<file path="src/rtl/rx_alu_sequencer.sv">
// rx_alu_sequencer
// Multi-cycle ALU command sequencer driving a single-port register file.
// A command is accepted in IDLE, source registers are read one per cycle
// through the shared rf_nr address, the ALU result is registered in EXEC and
// written back (except for CMP) in WB, where done pulses for one cycle.
//
// Ports
//   clk, rst              clock, synchronous active-high reset
//   cmd_valid/cmd_ready   command handshake (ready only in IDLE)
//   cmd_op                0 ADD,1 SUB,2 AND,3 OR,4 XOR,5 MOV,6 LDI,7 CMP
//   cmd_rd/rs1/rs2        destination and source register numbers
//   cmd_imm               LDI immediate
//   rf_wr/rf_nr/rf_wdata  register file write enable, shared address, write data
//   rf_rdata              register file read data (combinational from rf_nr)
//   done                  one-cycle completion pulse
//   result                registered result of the last executed command
//   flag_c, flag_z        carry/borrow and zero flags
module rx_alu_sequencer #(
  parameter int RX_COUNT = 8,
  parameter int RX_WIDTH = 8,
  localparam int AW = (RX_COUNT > 1) ? $clog2(RX_COUNT) : 1
) (
  input  logic                clk,
  input  logic                rst,
  input  logic                cmd_valid,
  output logic                cmd_ready,
  input  logic [2:0]          cmd_op,
  input  logic [AW-1:0]       cmd_rd,
  input  logic [AW-1:0]       cmd_rs1,
  input  logic [AW-1:0]       cmd_rs2,
  input  logic [RX_WIDTH-1:0] cmd_imm,
  output logic                rf_wr,
  output logic [AW-1:0]       rf_nr,
  output logic [RX_WIDTH-1:0] rf_wdata,
  input  logic [RX_WIDTH-1:0] rf_rdata,
  output logic                done,
  output logic [RX_WIDTH-1:0] result,
  output logic                flag_c,
  output logic                flag_z
);

  localparam logic [2:0] OP_ADD = 3'd0;
  localparam logic [2:0] OP_SUB = 3'd1;
  localparam logic [2:0] OP_AND = 3'd2;
  localparam logic [2:0] OP_OR  = 3'd3;
  localparam logic [2:0] OP_XOR = 3'd4;
  localparam logic [2:0] OP_MOV = 3'd5;
  localparam logic [2:0] OP_LDI = 3'd6;
  localparam logic [2:0] OP_CMP = 3'd7;

  typedef enum logic [2:0] {IDLE, RD_A, RD_B, EXEC, WB} state_t;

  state_t              state;
  logic [2:0]          op_q;
  logic [AW-1:0]       rd_q;
  logic [AW-1:0]       rs2_q;
  logic [RX_WIDTH-1:0] imm_q;
  logic [RX_WIDTH-1:0] op_a;
  logic [RX_WIDTH-1:0] op_b;
  logic [RX_WIDTH:0]   alu_out;

  // Returns {carry, value}. The extra top bit of an unsigned subtraction is
  // exactly the borrow (A < B). MOV/LDI pass the current carry through.
  function automatic logic [RX_WIDTH:0] alu(input logic [2:0]          op,
                                            input logic [RX_WIDTH-1:0] a,
                                            input logic [RX_WIDTH-1:0] b,
                                            input logic [RX_WIDTH-1:0] imm,
                                            input logic                c_in);
    logic [RX_WIDTH:0] r;
    r = '0;
    case (op)
      OP_ADD:         r = {1'b0, a} + {1'b0, b};
      OP_SUB, OP_CMP: r = {1'b0, a} - {1'b0, b};
      OP_AND:         r = {1'b0, a & b};
      OP_OR:          r = {1'b0, a | b};
      OP_XOR:         r = {1'b0, a ^ b};
      OP_MOV:         r = {c_in, a};
      OP_LDI:         r = {c_in, imm};
      default:        r = '0;
    endcase
    return r;
  endfunction

  assign alu_out  = alu(op_q, op_a, op_b, imm_q, flag_c);
  assign rf_wdata = result;

  // Outputs are registered alongside the state, so each one is set up for
  // the state being entered.
  always_ff @(posedge clk) begin
    if (rst) begin
      state     <= IDLE;
      cmd_ready <= 1'b1;
      rf_wr     <= 1'b0;
      rf_nr     <= '0;
      done      <= 1'b0;
      result    <= '0;
      flag_c    <= 1'b0;
      flag_z    <= 1'b0;
    end else begin
      case (state)
        // IDLE: accept and latch the command; rs1 goes straight onto rf_nr
        IDLE: begin
          if (cmd_valid) begin
            op_q      <= cmd_op;
            rd_q      <= cmd_rd;
            rs2_q     <= cmd_rs2;
            imm_q     <= cmd_imm;
            cmd_ready <= 1'b0;
            if (cmd_op == OP_LDI) begin
              state <= EXEC;
              rf_nr <= '0;
            end else begin
              state <= RD_A;
              rf_nr <= cmd_rs1;
            end
          end
        end
        // RD_A: capture operand A; MOV needs no second operand
        RD_A: begin
          op_a <= rf_rdata;
          if (op_q == OP_MOV) begin
            state <= EXEC;
            rf_nr <= '0;
          end else begin
            state <= RD_B;
            rf_nr <= rs2_q;
          end
        end
        // RD_B: capture operand B
        RD_B: begin
          op_b  <= rf_rdata;
          state <= EXEC;
          rf_nr <= '0;
        end
        // EXEC: register result and flags, then present the write-back
        EXEC: begin
          result <= alu_out[RX_WIDTH-1:0];
          flag_c <= alu_out[RX_WIDTH];
          flag_z <= (alu_out[RX_WIDTH-1:0] == '0);
          state  <= WB;
          done   <= 1'b1;
          rf_nr  <= rd_q;
          rf_wr  <= (op_q != OP_CMP);
        end
        // WB: write lands on this edge; return to IDLE
        WB: begin
          state     <= IDLE;
          done      <= 1'b0;
          rf_wr     <= 1'b0;
          rf_nr     <= '0;
          cmd_ready <= 1'b1;
        end
        default: begin
          state     <= IDLE;
          done      <= 1'b0;
          rf_wr     <= 1'b0;
          rf_nr     <= '0;
          cmd_ready <= 1'b1;
        end
      endcase
    end
  end

endmodule

</file>
<file path="config.mk">
export PLATFORM = sky130hd
export DESIGN_NAME = rx_alu_sequencer
export DESIGN_NICKNAME = d
export VERILOG_FILES = /design/src/rtl/rx_alu_sequencer.sv
export SDC_FILE = /design/constraint.sdc
export NUM_CORES = 1
export LEC_CHECK = 0
export ABC_CLOCK_PERIOD_IN_PS = 9710
export CORE_ASPECT_RATIO = 0.75
export CORE_MARGIN = 1.5
export CORE_UTILIZATION = 57
export CTS_CLUSTER_DIAMETER = 80
export DETAILED_ROUTE_END_ITERATION = 8
export PLACE_DENSITY = 0.85
export SLEW_MARGIN = 0
export SYNTH_ARGS = -nofsm -noshare
export SYNTH_HDL_FRONTEND = slang
export SYNTH_SLANG_ARGS = --single-unit
</file>
<file path="constraint.sdc">
create_clock -name clk -period 9.71 [get_ports clk]
set_clock_uncertainty 0.1 [all_clocks]
set_input_delay 1.942 -clock clk [delete_from_list [all_inputs] [get_ports clk]]
set_output_delay 1.942 -clock clk [all_outputs]
set_load 0.02 [all_outputs]
</file>
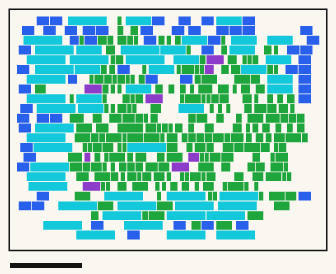
(run_1/placement_by_type.png)
Scale bar: 20 um.
blue -> remaining buffers and delay cells  # cells 56
cyan -> sequential cells  # cells 52
green -> combinational and other logic  # cells 242
purple -> clock drivers and dummy loads  # cells 8
core utilization of the finished layout: 70.3%
Floorplan Core Area: 0.00530 sq mm
sequential share of cell area: 36.9%

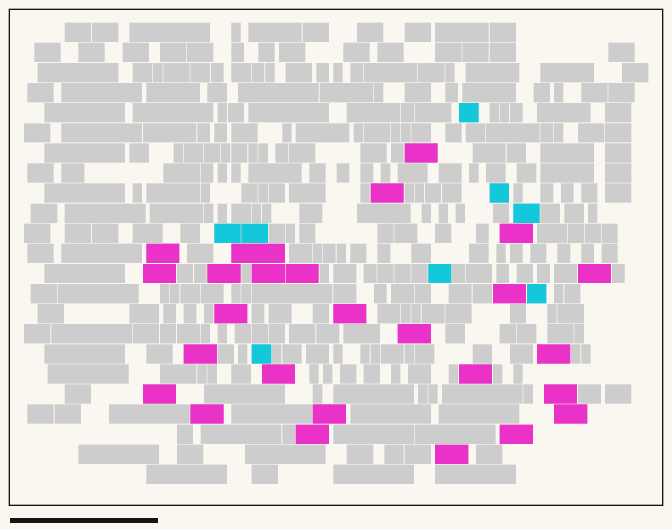
(run_1/logic_types.png)
Scale bar: 20 um.
magenta -> fa/ha/maj cells  # cells 26, most used ha_1
cyan -> non-inverting ao/oa cells  # cells 8, most used o21a_1

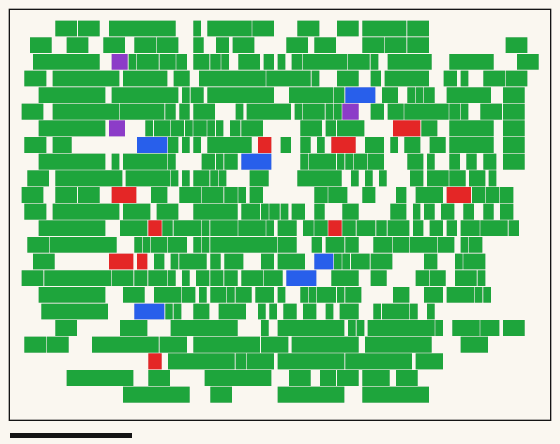
(run_1/sizes.png)
Scale bar: 20 um.
purple -> _3 and _4 cells  # cells 3, most used buf_4
red -> _2 cells  # cells 10, most used or2_2
green -> _0 and _1 cells  # cells 339, most used clkdlybuf4s50_1
blue -> _6 and larger  # cells 6, most used clkbuf_8
final cell area excluding filler cells: 0.00372 sq mm
area overhead of the layout relative to synthesis: 19.7%
Non-clk bufs: 56
least setup slack across all paths after layout: 5.58 ns

==> CHANGELOG.md, run 1 <==
### Physical design

- Slew @ Worst Pin: 1.04 ns
- Count of cells resized by post-cts repair: 0
- Number of buffers created by CTS: 5
- Termination of the worst setup path: op_b[7]$_DFFE_PP_
- Post-Syn Instances: 316
- Category of cells accounting for the largest share of critical-path delay: simple AND/OR/NAND/NOR gates
- Amount of wire on met2 after detailed routing: 3.34 mm
- Area used by multi-input combinational logic: 0.00152 sq mm
- Total negative slack: 0 ns
- Worst reg2reg setup slack: 5.72 ns
- Distinct cells, synth: 55
- DRC violation count after routing: 0
- Dominant logic cell type in the layout: sky130_fd_sc_hd__clkdlybuf4s50_1
- Share of the cycle needed by the critical path after routing: 42.6%
- Power dissipated by switching net loads: 153 uW
- Aggregate routed wire length: 7.18 mm
- Total die area: 0.00591 sq mm
- Total number of vias: 2538
- Start point of the critical path: rst
- Leakage power of the design: 0.00145 uW
- Post-synthesis area per instance: 9.84 sq um
- Largest incremental delay on the critical path: 0.88 ns
- Clkbuf count: 5
- Net count entering floorplan: 373
- TritonCTS clock tree: yes
- Run status: finished clean
- Critical R2R Launch: op_q[2]$_DFFE_PP_
- Leftover overflow at the end of global routing: 0
- Critical path class: in2reg
- Horizontal die size: 88.3 um
- Post-CTS Setup Bufs: 0
- Max_cap viols: 0
- Iteration-0 DRC Markers: 200
==> run 1: power groups by stage <==
stage | Sequential, uW | Clock (uW) | Combinational [uW]
after floorplan | 265 | 0 | 79.9
after global placement | 265 | 0 | 118
after detailed placement | 266 | 0 | 121
after CTS | 261 | 126 | 122
after global routing | 263 | 133 | 135
final | 261 | 126 | 123
==> run 1: kinds of logic (layout without fill, tap and decap cells) <==
kind of cell    Yosys count  in the layout  synth area share [%]
simple gates            100            100                  16.0
compound gates           74             74                  16.4
flops                    52             52                  44.1
buf+inv                  45             87                  6.84
fa+ha+maj                26             26                  10.7
mux                      11             11                  3.66
xor+xnor                  8              8                  2.25
==> run_1/layer_met1.png <==
Scale bar: 20 um. Supply wires on this layer in gray. Cells faint in the background.
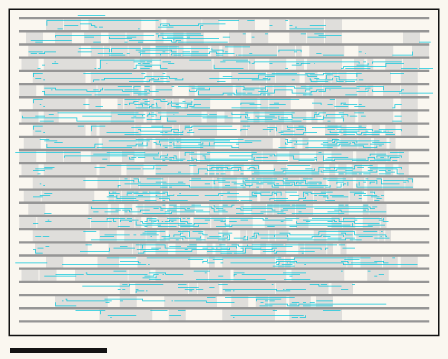

==> inputs of run 2 (changes only) <==
Settings changed: ABC_CLOCK_PERIOD_IN_PS 9710 to 3450, CORE_UTILIZATION 57 to 48, PLACE_DENSITY 0.85 to 0.77.
Clock period 9.71 ns to 3.45 ns, I/O delays scaled along.
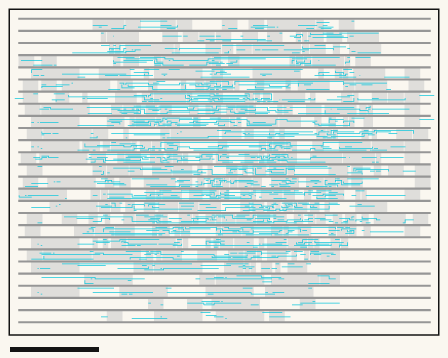
(run_2/layer_met1.png)
Scale bar: 20 um. Supply wires on this layer in gray. Cells faint in the background.
share of all routed wire = 47%
wire length on this layer = 3350 um
longest straight run = 29.0 um
nets with wire on the layer = 372

==> CHANGELOG.md, run 2 <==
### Physical design

- Power dissipated by switching net loads: 420 uW (+170%)
- Area fraction in mux cells: 3.66% (unchanged)
- Worst reg-to-reg path cell count: 11
- Iteration-0 DRC Markers: 120 (-40%)
- Horizontal die size: 95.9 um (+8.7%)
- Total number of vias: 2540 (+0.079%)
- Net count entering floorplan: 373 (unchanged)
- Aggregate routed wire length: 7.07 mm (-1.4%)
- Max_cap viols: 0 (unchanged)
- DRC violation count after routing: 0 (unchanged)
- Clock Power: 363 uW (+190%)
- Worst reg2reg setup slack: 0.23 ns (-5.49 ns)
- Synth Area in Compound Gates: 16.4% (unchanged)
- Count of cells resized by post-cts repair: 0 (unchanged)
- Leakage power of the design: 0.00148 uW (+1.7%)
- Post-CTS Setup Bufs: 0 (unchanged)
- Area overhead of the layout relative to synthesis: 21.3%
- Start point of the critical path: op_q[2]$_DFFE_PP_
- Critical R2R Launch: op_q[2]$_DFFE_PP_
- Post-synthesis simple-gate area fraction: 16.0% (unchanged)
- Category of cells accounting for the largest share of critical-path delay: AND-OR/OR-AND gates
- Dominant comb cell: AND-OR/OR-AND gates
- Parity-gate share of the synthesized area counting xor and xnor cells: 2.25% (unchanged)
- Top area cells in the synthesized netlist: sky130_fd_sc_hd__edfxtp_1 (32%), sky130_fd_sc_hd__dfxtp_1 (12%), sky130_fd_sc_hd__ha_1 (10%), sky130_fd_sc_hd__nor2_1 (3.3%), sky130_fd_sc_hd__nand2_1 (3.1%)
- Depth of the critical timing path with buffers and inverters included: 11
- Total die area: 0.00697 sq mm (+18%)
- Power group with the highest consumption: registers
- Run status: finished clean
- Largest incremental delay on the critical path: 0.43 ns (-0.45 ns)
- Number of buffers created by CTS: 5 (unchanged)
- Final critical-path required period: 3.22 ns
- Dominant logic cell type in the layout: sky130_fd_sc_hd__clkdlybuf4s50_1
- Area used by multi-input combinational logic: 0.00152 sq mm (unchanged)
- Area fraction in full adders, half adders and majority gates: 10.7% (unchanged)
- Total negative slack: 0 ns (unchanged)
- Leftover overflow at the end of global routing: 0 (unchanged)
- Critical path class: reg2reg
- TritonCTS clock tree: yes
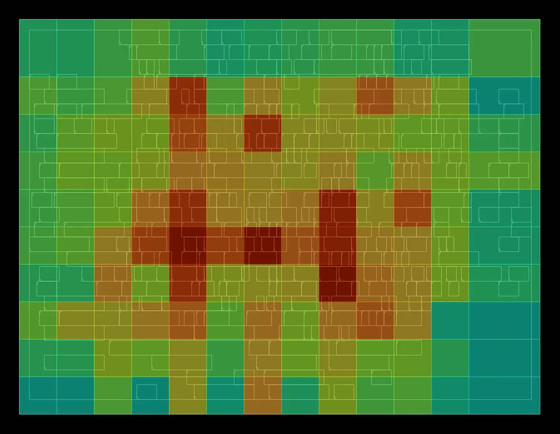
(run_2/congestion.png)
core utilization of the finished layout: 60.0%
mean routed wirelength per cell: 15.9 um
most crowded layer after global routing: met2

[run 2: through the flow]
step	hold slack, ns	cells	worst slack (ns)	area (sq um)
after floorplan	0.447	316	0.364	3110
after global routing	0.405	444	0.0331	3770
after CTS	0.387	444	0.237	3770
final	0.380	444	0.233	3770
after detailed placement	0.366	436	0.298	3680
after global placement	0.355	436	0.405	3680
[run 2: cell type report]
| cell class | count | share of cell area [%] |
|---|---|---|
| Clock inverter | 1 | 0.199 |
| Clock buffer | 7 | 2.29 |
| Multi-Input combinational cell | 219 | 40.4 |
| Inverter | 23 | 2.29 |
| Tap cell | 81 | 2.69 |
| Sequential cell | 52 | 36.4 |
| Timing Repair Buffer | 61 | 15.7 |
==> run_2/sizes.png <==
Scale bar: 20 um.
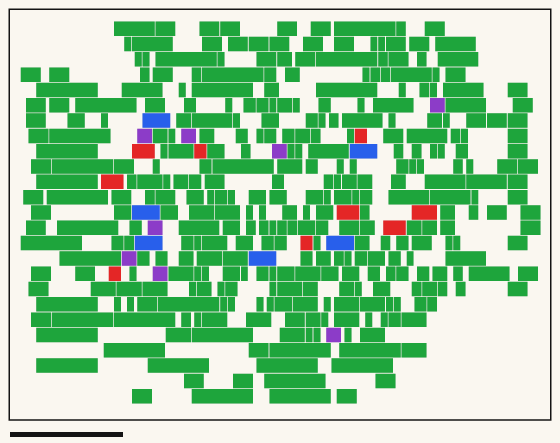

==> inputs of run 3 (changes only) <==
Settings changed: ABC_CLOCK_PERIOD_IN_PS 3450 to 2660, HOLD_SLACK_MARGIN set to 0.15.
Clock period 3.45 ns to 2.66 ns, I/O delays scaled along.
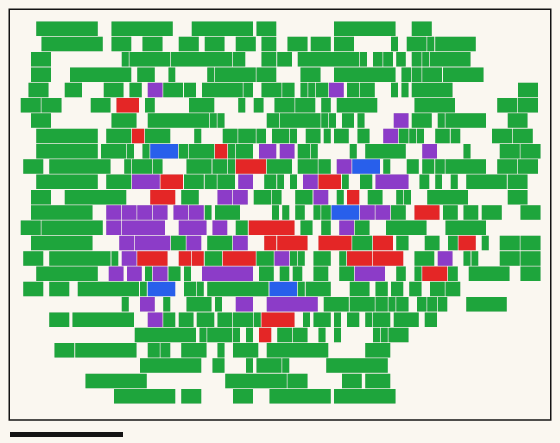
(run_3/sizes.png)
Scale bar: 20 um.
green -> _0 and _1 cells  # cells 316, most used clkdlybuf4s50_1
red -> _2 cells  # cells 24, most used or2_2
blue -> _6 and larger  # cells 5, most used clkbuf_8
purple -> _3 and _4 cells  # cells 44, most used buf_4
least setup slack across all paths after layout: -0.109 ns
Non-clk bufs: 87

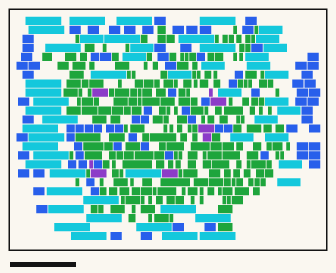
(run_3/placement_by_type.png)
Scale bar: 20 um.
green -> combinational and other logic  # cells 242
purple -> clock drivers and dummy loads  # cells 8
blue -> remaining buffers and delay cells  # cells 87
cyan -> sequential cells  # cells 52
Floorplan Core Area: 0.00629 sq mm
final cell area excluding filler cells: 0.00412 sq mm
Rows: 25
core utilization of the finished layout: 65.5%

==> CHANGELOG.md, run 3 <==
### Physical design

- Run status: finished with violations
- Violations in the final reports: negative setup slack
- Largest incremental delay on the critical path: 0.47 ns (+0.04 ns)
- Area fraction in full adders, half adders and majority gates: 10.7% (unchanged)
- Horizontal die size: 95.9 um (unchanged)
- Clock Power: 445 uW (+23%)
- Area fraction in mux cells: 3.66% (unchanged)
- Final tally of setup violations: 4
- Power dissipated by switching net loads: 585 uW (+39%)
- Least setup slack across all paths after layout: -0.109 ns (-0.342 ns)
- Mean routed wirelength per cell: 16.3 um (+2.3%)
- Top area cells in the synthesized netlist: sky130_fd_sc_hd__edfxtp_1 (32%), sky130_fd_sc_hd__dfxtp_1 (12%), sky130_fd_sc_hd__ha_1 (10%), sky130_fd_sc_hd__nor2_1 (3.3%), sky130_fd_sc_hd__nand2_1 (3.1%)
- Iteration-0 DRC Markers: 204 (+70%)
- Worst reg-to-reg path cell count: 11 (unchanged)
- DRC violation count after routing: 0 (unchanged)
- Leftover overflow at the end of global routing: 0 (unchanged)
- Depth of the critical timing path with buffers and inverters included: 11 (unchanged)
- Final critical-path required period: 2.77 ns (-0.448 ns)
- Post-synthesis simple-gate area fraction: 16.0% (unchanged)
- Total number of vias: 2639 (+3.9%)
- Count of cells resized by post-cts repair: 10 (+10)
- Parity-gate share of the synthesized area counting xor and xnor cells: 2.25% (unchanged)
- TritonCTS clock tree: yes
- Net count entering floorplan: 373 (unchanged)
- Most crowded layer after global routing: met2
- Max_cap viols: 0 (unchanged)
- Start point of the critical path: op_q[1]$_DFFE_PP_
- Total die area: 0.00697 sq mm (unchanged)
- Number of buffers created by CTS: 5 (unchanged)
- Critical R2R Launch: op_q[1]$_DFFE_PP_
- Aggregate routed wire length: 7.66 mm (+8.2%)
- Worst reg2reg setup slack: -0.11 ns (-0.34 ns)
==> run 3: cell counts after synthesis <==
No cell type changed its count.
==> run 3: stage by stage <==
stage,hold WS [ns],area [sq um],std cells,utilization [%],power (uW)
3_5_place_dp,0.366,3860,456,61.5,1470
3_3_place_gp,0.351,3860,456,61.5,1450
2_1_floorplan,0.447,3170,316,-,1270
4_1_cts,0.390,4000,465,63.6,1930
6_report,0.390,4120,470,65.5,1960
5_1_grt,0.410,4120,470,65.5,2060
==> run 3: layout make-up <==
class | count | area (sq um) | area share (%)
Timing Repair Buffer | 87 | 788 | 19.1
Multi-Input combinational cell | 219 | 1690 | 41.0
Tap cell | 81 | 101 | 2.46
Clock inverter | 2 | 11.3 | 0.273
Sequential cell | 52 | 1370 | 33.3
Inverter | 23 | 86.3 | 2.10
Clock buffer | 6 | 72.6 | 1.76
No activity file was given, so power comes from the tool's default toggle rates.
